### Supply network, run 1

Pins as bars on the die edge.
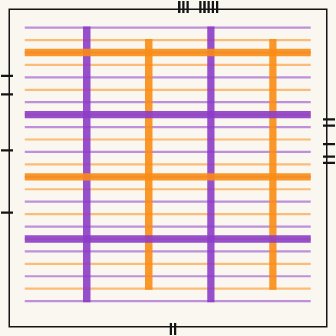
### Placement by cell class, run 1

Bar = 20 um.
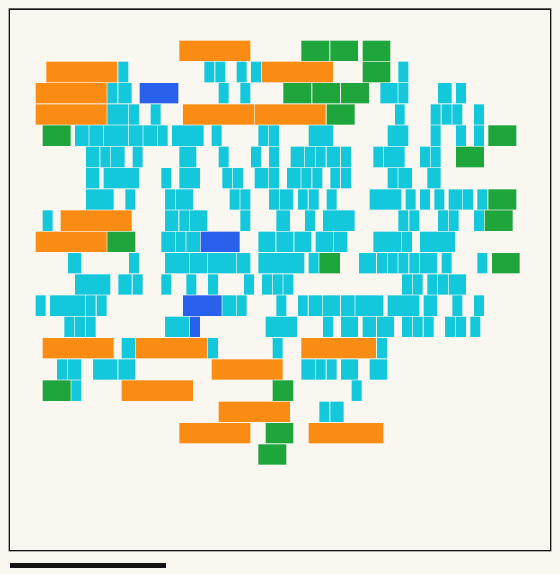
### Clock distribution, run 1

Bar = 20 um.
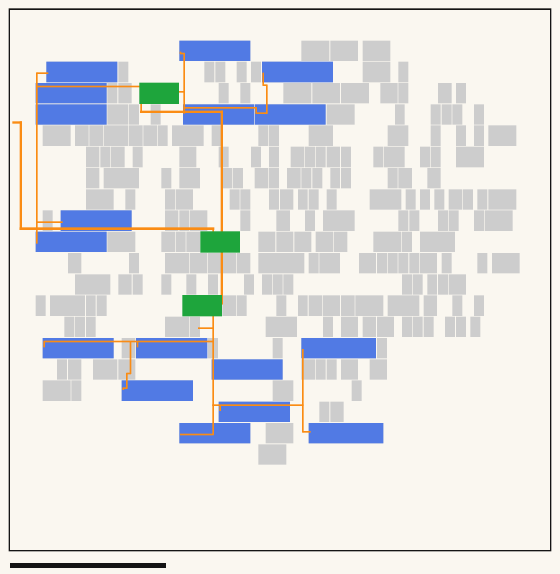
### Signal wires by layer, run 1

Only two layers are drawn.
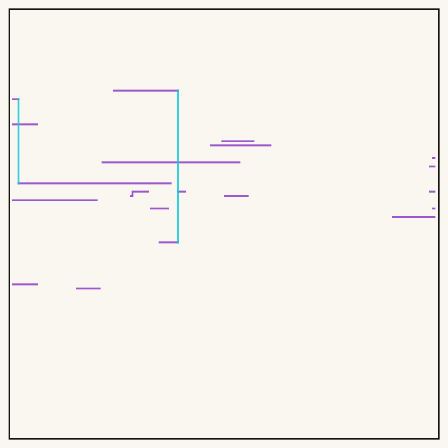
[config.mk]
export PLATFORM = sky130hd
export DESIGN_NAME = hdmuxb4_rr_sched_flat
export DESIGN_NICKNAME = d
export VERILOG_FILES = /design/src/rtl/hdmuxb4_rr_sched_if.sv /design/src/rtl/hdmuxb4_rr_sched.sv /design/src/flat_wrapper.sv
export SDC_FILE = /design/constraint.sdc
export NUM_CORES = 1
export LEC_CHECK = 0
export ABC_AREA = 1
export CAP_MARGIN = 30
export CORE_MARGIN = 3
export CORE_UTILIZATION = 35
export CTS_CLUSTER_SIZE = 10
export DETAILED_ROUTE_END_ITERATION = 12
export PLACE_DENSITY = 0.66
export SETUP_SLACK_MARGIN = 0.3
export SYNTH_ARGS = -nofsm -noshare
export SYNTH_HDL_FRONTEND = slang
export SYNTH_SLANG_ARGS = --single-unit
[constraint.sdc]
create_clock -name clk -period 2.9 [get_ports clk]
set_input_delay 0.58 -clock clk [delete_from_list [all_inputs] [get_ports clk]]
set_output_delay 0.58 -clock clk [all_outputs]
set_load 0.01 [all_outputs]
[src/rtl/hdmuxb4_rr_sched_if.sv]
// -----------------------------------------------------------------------------
// hdmuxb4_rr_sched_if
// Bundle of requester, consumer and mux-select signals around the round-robin
// scheduler for a shared HDMUXB4DL inverting mux bank.
//
//   req   [3:0]  request per requester, held high while its data is valid
//   last  [3:0]  per-requester last-beat flag, only meaningful under its grant
//   rdy          consumer accepts the current beat
//   sl0, sl1     mux select bits driven to the bank (registered)
//   gnt   [3:0]  one-hot grant (registered)
//   vld          beat valid toward the consumer
//   busy         scheduler is not idle
//
// The master modport is the scheduler side; the slave modport is the
// requester/consumer side.
// -----------------------------------------------------------------------------
interface hdmuxb4_rr_sched_if;
    logic [3:0] req;
    logic [3:0] last;
    logic       rdy;
    logic       sl0;
    logic       sl1;
    logic [3:0] gnt;
    logic       vld;
    logic       busy;

    modport master (
        input  req, last, rdy,
        output sl0, sl1, gnt, vld, busy
    );

    modport slave (
        output req, last, rdy,
        input  sl0, sl1, gnt, vld, busy
    );
endinterface

[src/rtl/hdmuxb4_rr_sched.sv]
// -----------------------------------------------------------------------------
// hdmuxb4_rr_sched
// Round-robin scheduler sharing a bank of HDMUXB4DL cells (Z = ~A[SL1:SL0])
// between four requesters. It drives the bank select, issues one-hot grants,
// qualifies beats toward the consumer with a valid/ready handshake, and inserts
// TURN_CYC settle cycles whenever the select has to move.
//
// Parameters
//   MAXBEATS  beats allowed per grant before a forced release (1..255)
//   TURN_CYC  settle cycles after a select change (0..7, 0 skips TURN)
//
// Ports
//   clk   rising-edge clock
//   rst   asynchronous active-high reset
//   bus   hdmuxb4_rr_sched_if.master (req/last/rdy in, sl0/sl1/gnt/vld/busy out)
// -----------------------------------------------------------------------------
module hdmuxb4_rr_sched #(
    parameter int MAXBEATS = 8,
    parameter int TURN_CYC = 1
) (
    input  logic                       clk,
    input  logic                       rst,
    hdmuxb4_rr_sched_if.master         bus
);

    localparam int BW = $clog2(MAXBEATS + 1);

    typedef enum logic [1:0] {
        IDLE  = 2'd0,
        TURN  = 2'd1,
        GRANT = 2'd2
    } state_t;

    state_t          state;
    logic [1:0]      sel;
    logic [3:0]      gnt;
    logic [1:0]      ptr;
    logic [1:0]      win;
    logic [BW-1:0]   beat_cnt;
    logic [2:0]      turn_cnt;

    logic [1:0]      base;
    logic [1:0]      idx;
    logic [1:0]      next_w;
    logic            any_req;
    logic            transfer;
    logic            hit_max;
    logic            release_now;
    logic            turn_done;

    // Winner search. While granting, the pointer used is the current winner,
    // because on release the pointer moves to it on that very edge; the
    // still-asserted request of the current winner is scanned last, so it only
    // re-wins when nobody else is waiting.
    always_comb begin
        base    = (state == GRANT) ? win : ptr;
        idx     = '0;
        next_w  = base;
        any_req = 1'b0;
        for (int i = 4; i >= 1; i--) begin
            idx = base + 2'(i);
            if (bus.req[idx]) begin
                any_req = 1'b1;
                next_w  = idx;
            end
        end
    end

    // Beat handshake and release decision for the granted requester.
    always_comb begin
        transfer    = bus.vld & bus.rdy;
        hit_max     = (beat_cnt + BW'(1)) == BW'(MAXBEATS);
        release_now = (state == GRANT) &&
                      ((transfer && (bus.last[win] || hit_max)) || !bus.req[win]);
        turn_done   = (int'(turn_cnt) + 1) >= TURN_CYC;
    end

    // Main scheduler FSM: select, grant, pointer and counters all move together
    // so the select can never change underneath a live grant.
    always_ff @(posedge clk or posedge rst) begin
        if (rst) begin
            state    <= IDLE;
            sel      <= 2'b00;
            gnt      <= 4'b0000;
            ptr      <= 2'd3;
            win      <= 2'd0;
            beat_cnt <= '0;
            turn_cnt <= '0;
        end else begin
            case (state)
                IDLE: begin
                    if (any_req) begin
                        win <= next_w;
                        if (next_w == sel || TURN_CYC == 0) begin
                            state <= GRANT;
                            sel   <= next_w;
                            gnt   <= 4'b0001 << next_w;
                        end else begin
                            state    <= TURN;
                            sel      <= next_w;
                            turn_cnt <= '0;
                        end
                    end
                end

                TURN: begin
                    turn_cnt <= turn_cnt + 3'd1;
                    if (turn_done) begin
                        turn_cnt <= '0;
                        if (bus.req[win]) begin
                            state <= GRANT;
                            gnt   <= 4'b0001 << win;
                        end else begin
                            state <= IDLE;
                        end
                    end
                end

                GRANT: begin
                    if (transfer) begin
                        beat_cnt <= beat_cnt + BW'(1);
                    end
                    if (release_now) begin
                        ptr      <= win;
                        beat_cnt <= '0;
                        if (!any_req) begin
                            state <= IDLE;
                            gnt   <= 4'b0000;
                        end else if (next_w == win || TURN_CYC == 0) begin
                            win <= next_w;
                            sel <= next_w;
                            gnt <= 4'b0001 << next_w;
                        end else begin
                            state    <= TURN;
                            win      <= next_w;
                            sel      <= next_w;
                            gnt      <= 4'b0000;
                            turn_cnt <= '0;
                        end
                    end
                end

                default: begin
                    state <= IDLE;
                    gnt   <= 4'b0000;
                end
            endcase
        end
    end

    // Outputs: valid is combinational on the live request so a dropped request
    // never presents a beat.
    assign bus.sl0  = sel[0];
    assign bus.sl1  = sel[1];
    assign bus.gnt  = gnt;
    assign bus.vld  = |(gnt & bus.req);
    assign bus.busy = (state != IDLE);

endmodule

[src/flat_wrapper.sv]
// flat-port wrapper written by rule: the top's interface ports become plain ports
module hdmuxb4_rr_sched_flat 
#(
    parameter int MAXBEATS = 8,
    parameter int TURN_CYC = 1
)
  (clk, rst, bus_req, bus_last, bus_rdy, bus_sl0, bus_sl1, bus_gnt, bus_vld, bus_busy);
  hdmuxb4_rr_sched_if bus_i ();
  input  logic clk;
  input  logic rst;
  input wire logic [$bits(bus_i.req)-1:0] bus_req;
  input wire logic [$bits(bus_i.last)-1:0] bus_last;
  input wire logic [$bits(bus_i.rdy)-1:0] bus_rdy;
  output wire logic [$bits(bus_i.sl0)-1:0] bus_sl0;
  output wire logic [$bits(bus_i.sl1)-1:0] bus_sl1;
  output wire logic [$bits(bus_i.gnt)-1:0] bus_gnt;
  output wire logic [$bits(bus_i.vld)-1:0] bus_vld;
  output wire logic [$bits(bus_i.busy)-1:0] bus_busy;
  assign bus_i.req = bus_req;
  assign bus_i.last = bus_last;
  assign bus_i.rdy = bus_rdy;
  assign bus_sl0 = bus_i.sl0;
  assign bus_sl1 = bus_i.sl1;
  assign bus_gnt = bus_i.gnt;
  assign bus_vld = bus_i.vld;
  assign bus_busy = bus_i.busy;
  hdmuxb4_rr_sched #(.MAXBEATS(MAXBEATS), .TURN_CYC(TURN_CYC)) u_core (.clk(clk), .rst(rst), .bus(bus_i));
endmodule
==> qor.txt, run 1 <==
sequential share of the synthesized area: 0.3067
Mapped Area: 1395 sq um
Final Cycle Share: 0.8530
n_taps: 48
global-route wire length before repair: 5.920 mm
Post-synth area hogs: dfrtp_1, nand2_1, nand3_1, nand2_2, inv_1
# DRC: 0
busiest grt layer: met2
commonest cells after routing, fill and taps aside: nand2_1, nand3_1, clkdlybuf4s50_1, inv_1, nor2_1
Die Span Y: 69.14 um
buffering overhead: 0.1160
count of non-CTS inverters in the layout: 20
Pre-antenna DRT Iters: 4
syn_area_per_cell: 6.643 sq um
Cell Type Count: 31
Clock-cell share: 0.02677
outcome: finished clean
CTS tree: done
grt met2 use: 0.2373
Clock Skews: 0.003607 ns
R2R setup slack: 0.57 ns
CP required: 2.32 ns
post-DP HPWL: 2.637 mm
CP Class: in2out
mi-comb count: 171
biggest regs: u_core.beat_cnt x4, u_core.bus.gnt x4, u_core.turn_cnt x3
H-tree Lvls: 1
chip area: 4780 sq um
CTS sink count: 17
multi-input logic portion of the cell area: 0.5227
pre-CTS worst setup slack: 0.2186 ns
Mapped Cells: 210
Longest Clk Path Bufs: 2
Worst setup EP type: output port
Layout area overhead: 20.63%
Worst EP arrival: 1.89 ns
post-synth top area share: 0.2691
final RePlAce weighted congestion: 0.8785
fin crit period: 2.474 ns
DRT met1 WL: 1.608 mm
Hold Fails Final Rpt: 0
final setup fails: 0
## Picture notes: 'Supply network'
purple -> VSS
orange -> VDD
met4 straps = 4
met5 straps = 4
rows = 22
met1 rails = 23

## Picture notes: 'Placement by cell class'
blue -> clock drivers and dummy loads  # cells 4
cyan -> remaining logic cells  # cells 191
orange -> sequential cells  # cells 17
green -> remaining buffers and delay cells  # cells 20
FP Rows: 22
Seq area share: 0.2543
Core Area: 3744 sq um
final instance area: 1683 sq um

## Picture notes: 'Clock distribution'
blue -> flip-flops  # count 17
green -> clock-net drivers  # count 3
orange -> clock wires  # length 233 um
routed clock nets = 4

## Picture notes: 'Signal wires by layer'
purple -> M3  # wire length 120 um
cyan -> M4  # wire length 38.1 um
Total GRT Usage: 0.1483
Routed WL: 3.368 mm

run 1: cells by family (layout without fill, tap and decap cells):
| group | Yosys count | count (layout) | synth area share |
|---|---|---|---|
| adders and majority gates | 3 | 3 | 0.02691 |
| xor gates and xnor gates | 2 | 2 | 0.01794 |
| buffers and inverters | 22 | 44 | 0.06547 |
| AOI/OAI and AO/OA | 21 | 21 | 0.09328 |
| DFF | 17 | 17 | 0.3067 |
| and+or+nand+nor | 145 | 145 | 0.4897 |
run 1: path summary, 6_finish.rpt:
kind                                      start                  to  cells past startpoint
worst max-delay path                 bus_req[3]             bus_vld                      4
min in group asynchronous                   rst  u_core.turn_cnt[2]                      2
worst min-delay path              u_core.ptr[1]       u_core.ptr[1]                      2
worst max register to register  u_core.state[0]   u_core.bus.gnt[3]                     17
max in group asynchronous                   rst   u_core.bus.gnt[3]                      2
worst min register to register    u_core.ptr[1]       u_core.ptr[1]                      2
run 1: critical path: stages:
cell	delay, ns
clkdlybuf4s50_1	0.53
nand2_1	0.09
nand4_1	0.14
clkdlybuf4s50_1	0.56
run 1: synth_stat cells:
cell type  count
nor3_2         1
buf_2          1
o21ai_2        1
nand4_1        3
o2111ai_1      1
a32o_1         1
o211ai_1       1
ha_1           3
dfstp_2        2
a221oi_1       1
dfrtp_1       15
and3_1         1
inv_2          3
nand3_1       22
nor4_2         1
a211oi_1       1
nand3_2        2
a22oi_1        1
nand2_4        4
nand2_1       79
buf_6          1
a21oi_1        6
o21ai_0        7
a31oi_1        1
inv_1         17
nand3b_1       1
nand2_2       13
nor2_1        17
xor2_2         1
nor2_4         1
xor2_1         1
### The clock network, run 1

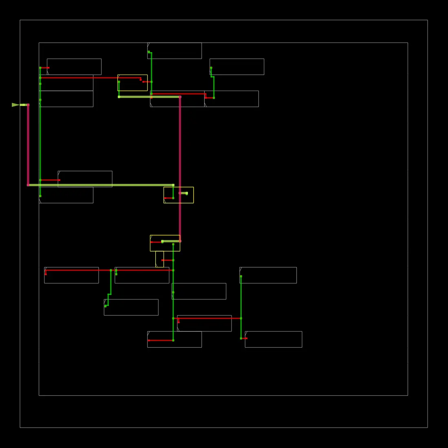

==> inputs of run 2 (changes only) <==
Settings changed: CORE_MARGIN 3 to not set.
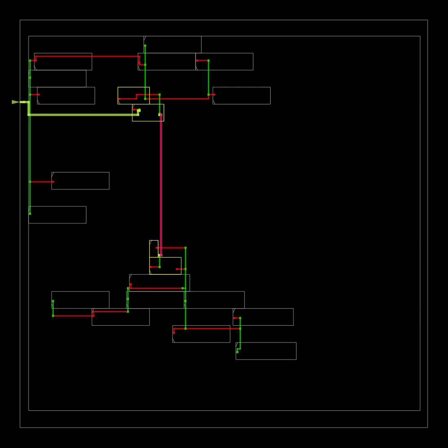
*The clock network, run 2*
clkbuf count: 4
Clock Skews: 0.0008387 ns
CTS sink count: 17

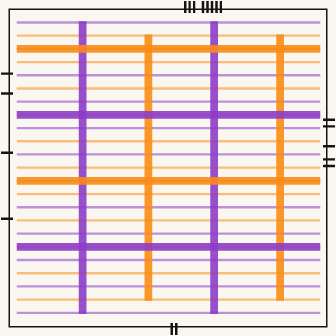
*Supply network, run 2*
Pins as bars on the die edge.
purple -> VSS
orange -> VDD
met1 rails = 23
rows = 22
met4 straps = 4

==> run 2 against run 1 <==
Effect of this change: non-clock buffer count did not move; worst setup slack got worse by 0.034 ns; clock skew fell by 0.0028 ns; worst hold slack worse by 0.0043 ns; highest routed layer unchanged.
==> qor.txt, run 2 <==
final setup fails: 0
CTS tree: done
cell with the most instances after synthesis: nand2_1
H-tree Lvls: 1
final instance area: 1688 sq um
Longest Clk Path Bufs: 2
R2R setup slack: 0.62 ns
outcome: finished clean
Post-synth area hogs: dfrtp_1, nand2_1, nand3_1, nand2_2, inv_1
chip area: 4243 sq um
CP required: 2.32 ns
min-delay src: u_core.beat_cnt[0]
global-route wire length before repair: 5.761 mm
reg2reg start: u_core.state[0]
Mapped Area: 1395 sq um
Layout area overhead: 20.99%
Synth async-reset ratio: 1.000
Hold Fails Final Rpt: 0
Routed WL: 3.279 mm
Hold Path End: u_core.beat_cnt[0]
Worst EP arrival: 1.93 ns
R2R Path End: u_core.bus.gnt[3]
syn_area_per_cell: 6.643 sq um
post-synth top area share: 0.2691
final RePlAce weighted congestion: 0.8916
sequential share of the synthesized area: 0.3067
cell count of the worst reg-to-reg path: 20
post-DP HPWL: 2.611 mm
Worst setup EP type: output port
Mapped Cells: 210
[run 2: cell counts in the layout (fill, tap and decap cells not counted)]
No cell type changed its count.
[run 2: how the worst max path moves through the flow]
stage | from | endpoint | slack (ns) | depth (start not counted)
final | bus_req[3] | bus_vld | 0.39 | 4
after global routing | bus_req[1] | u_core.turn_cnt[2] | 0.30 | 10
after CTS | bus_req[3] | bus_vld | 0.40 | 4
after detailed placement | bus_req[0] | u_core.turn_cnt[2] | 0.22 | 10
after global placement | bus_req[0] | u_core.turn_cnt[2] | 0.20 | 10
after floorplan | u_core.sel[0] | u_core.bus.gnt[0] | 0.78 | 18
[run 2: layout make-up]
class	count	area (sq um)	area share
Sequential cell	17	430.4	0.2550
Multi-Input combinational cell	171	879.6	0.5211
Clock buffer	4	45.04	0.02669
Inverter	20	77.57	0.04596
Tap cell	48	60.06	0.03558
Timing Repair Buffer	20	195.2	0.1156
[run 2: cell families (layout without fill, tap and decap cells)]
logic type / count (synthesis) / count (layout) / synth area share
AND-OR/OR-AND: 21 / 21 / 0.09328
flip-flops: 17 / 17 / 0.3067
buffers and inverters: 22 / 44 / 0.06547
AND/OR/NAND/NOR: 145 / 145 / 0.4897
adder cells (fa/ha/maj): 3 / 3 / 0.02691
XOR/XNOR: 2 / 2 / 0.01794
[run 2: routing by layer]
metal | track usage | part of all wire | vias to the layer above
met1 | 0.2324 | 0.51 | 627
met3 | 0.01563 | 0.017 | 2
met5 | 0 | 0 | -
met2 | 0.3021 | 0.46 | 15
li1 | - | - | 725
met4 | 0.03533 | 0.0067 | 0
[run 2: critical path: stages]
cell             delay (ns)
clkdlybuf4s50_1        0.53
nand2_1                0.09
nand4_1                0.16
clkdlybuf4s50_1        0.57
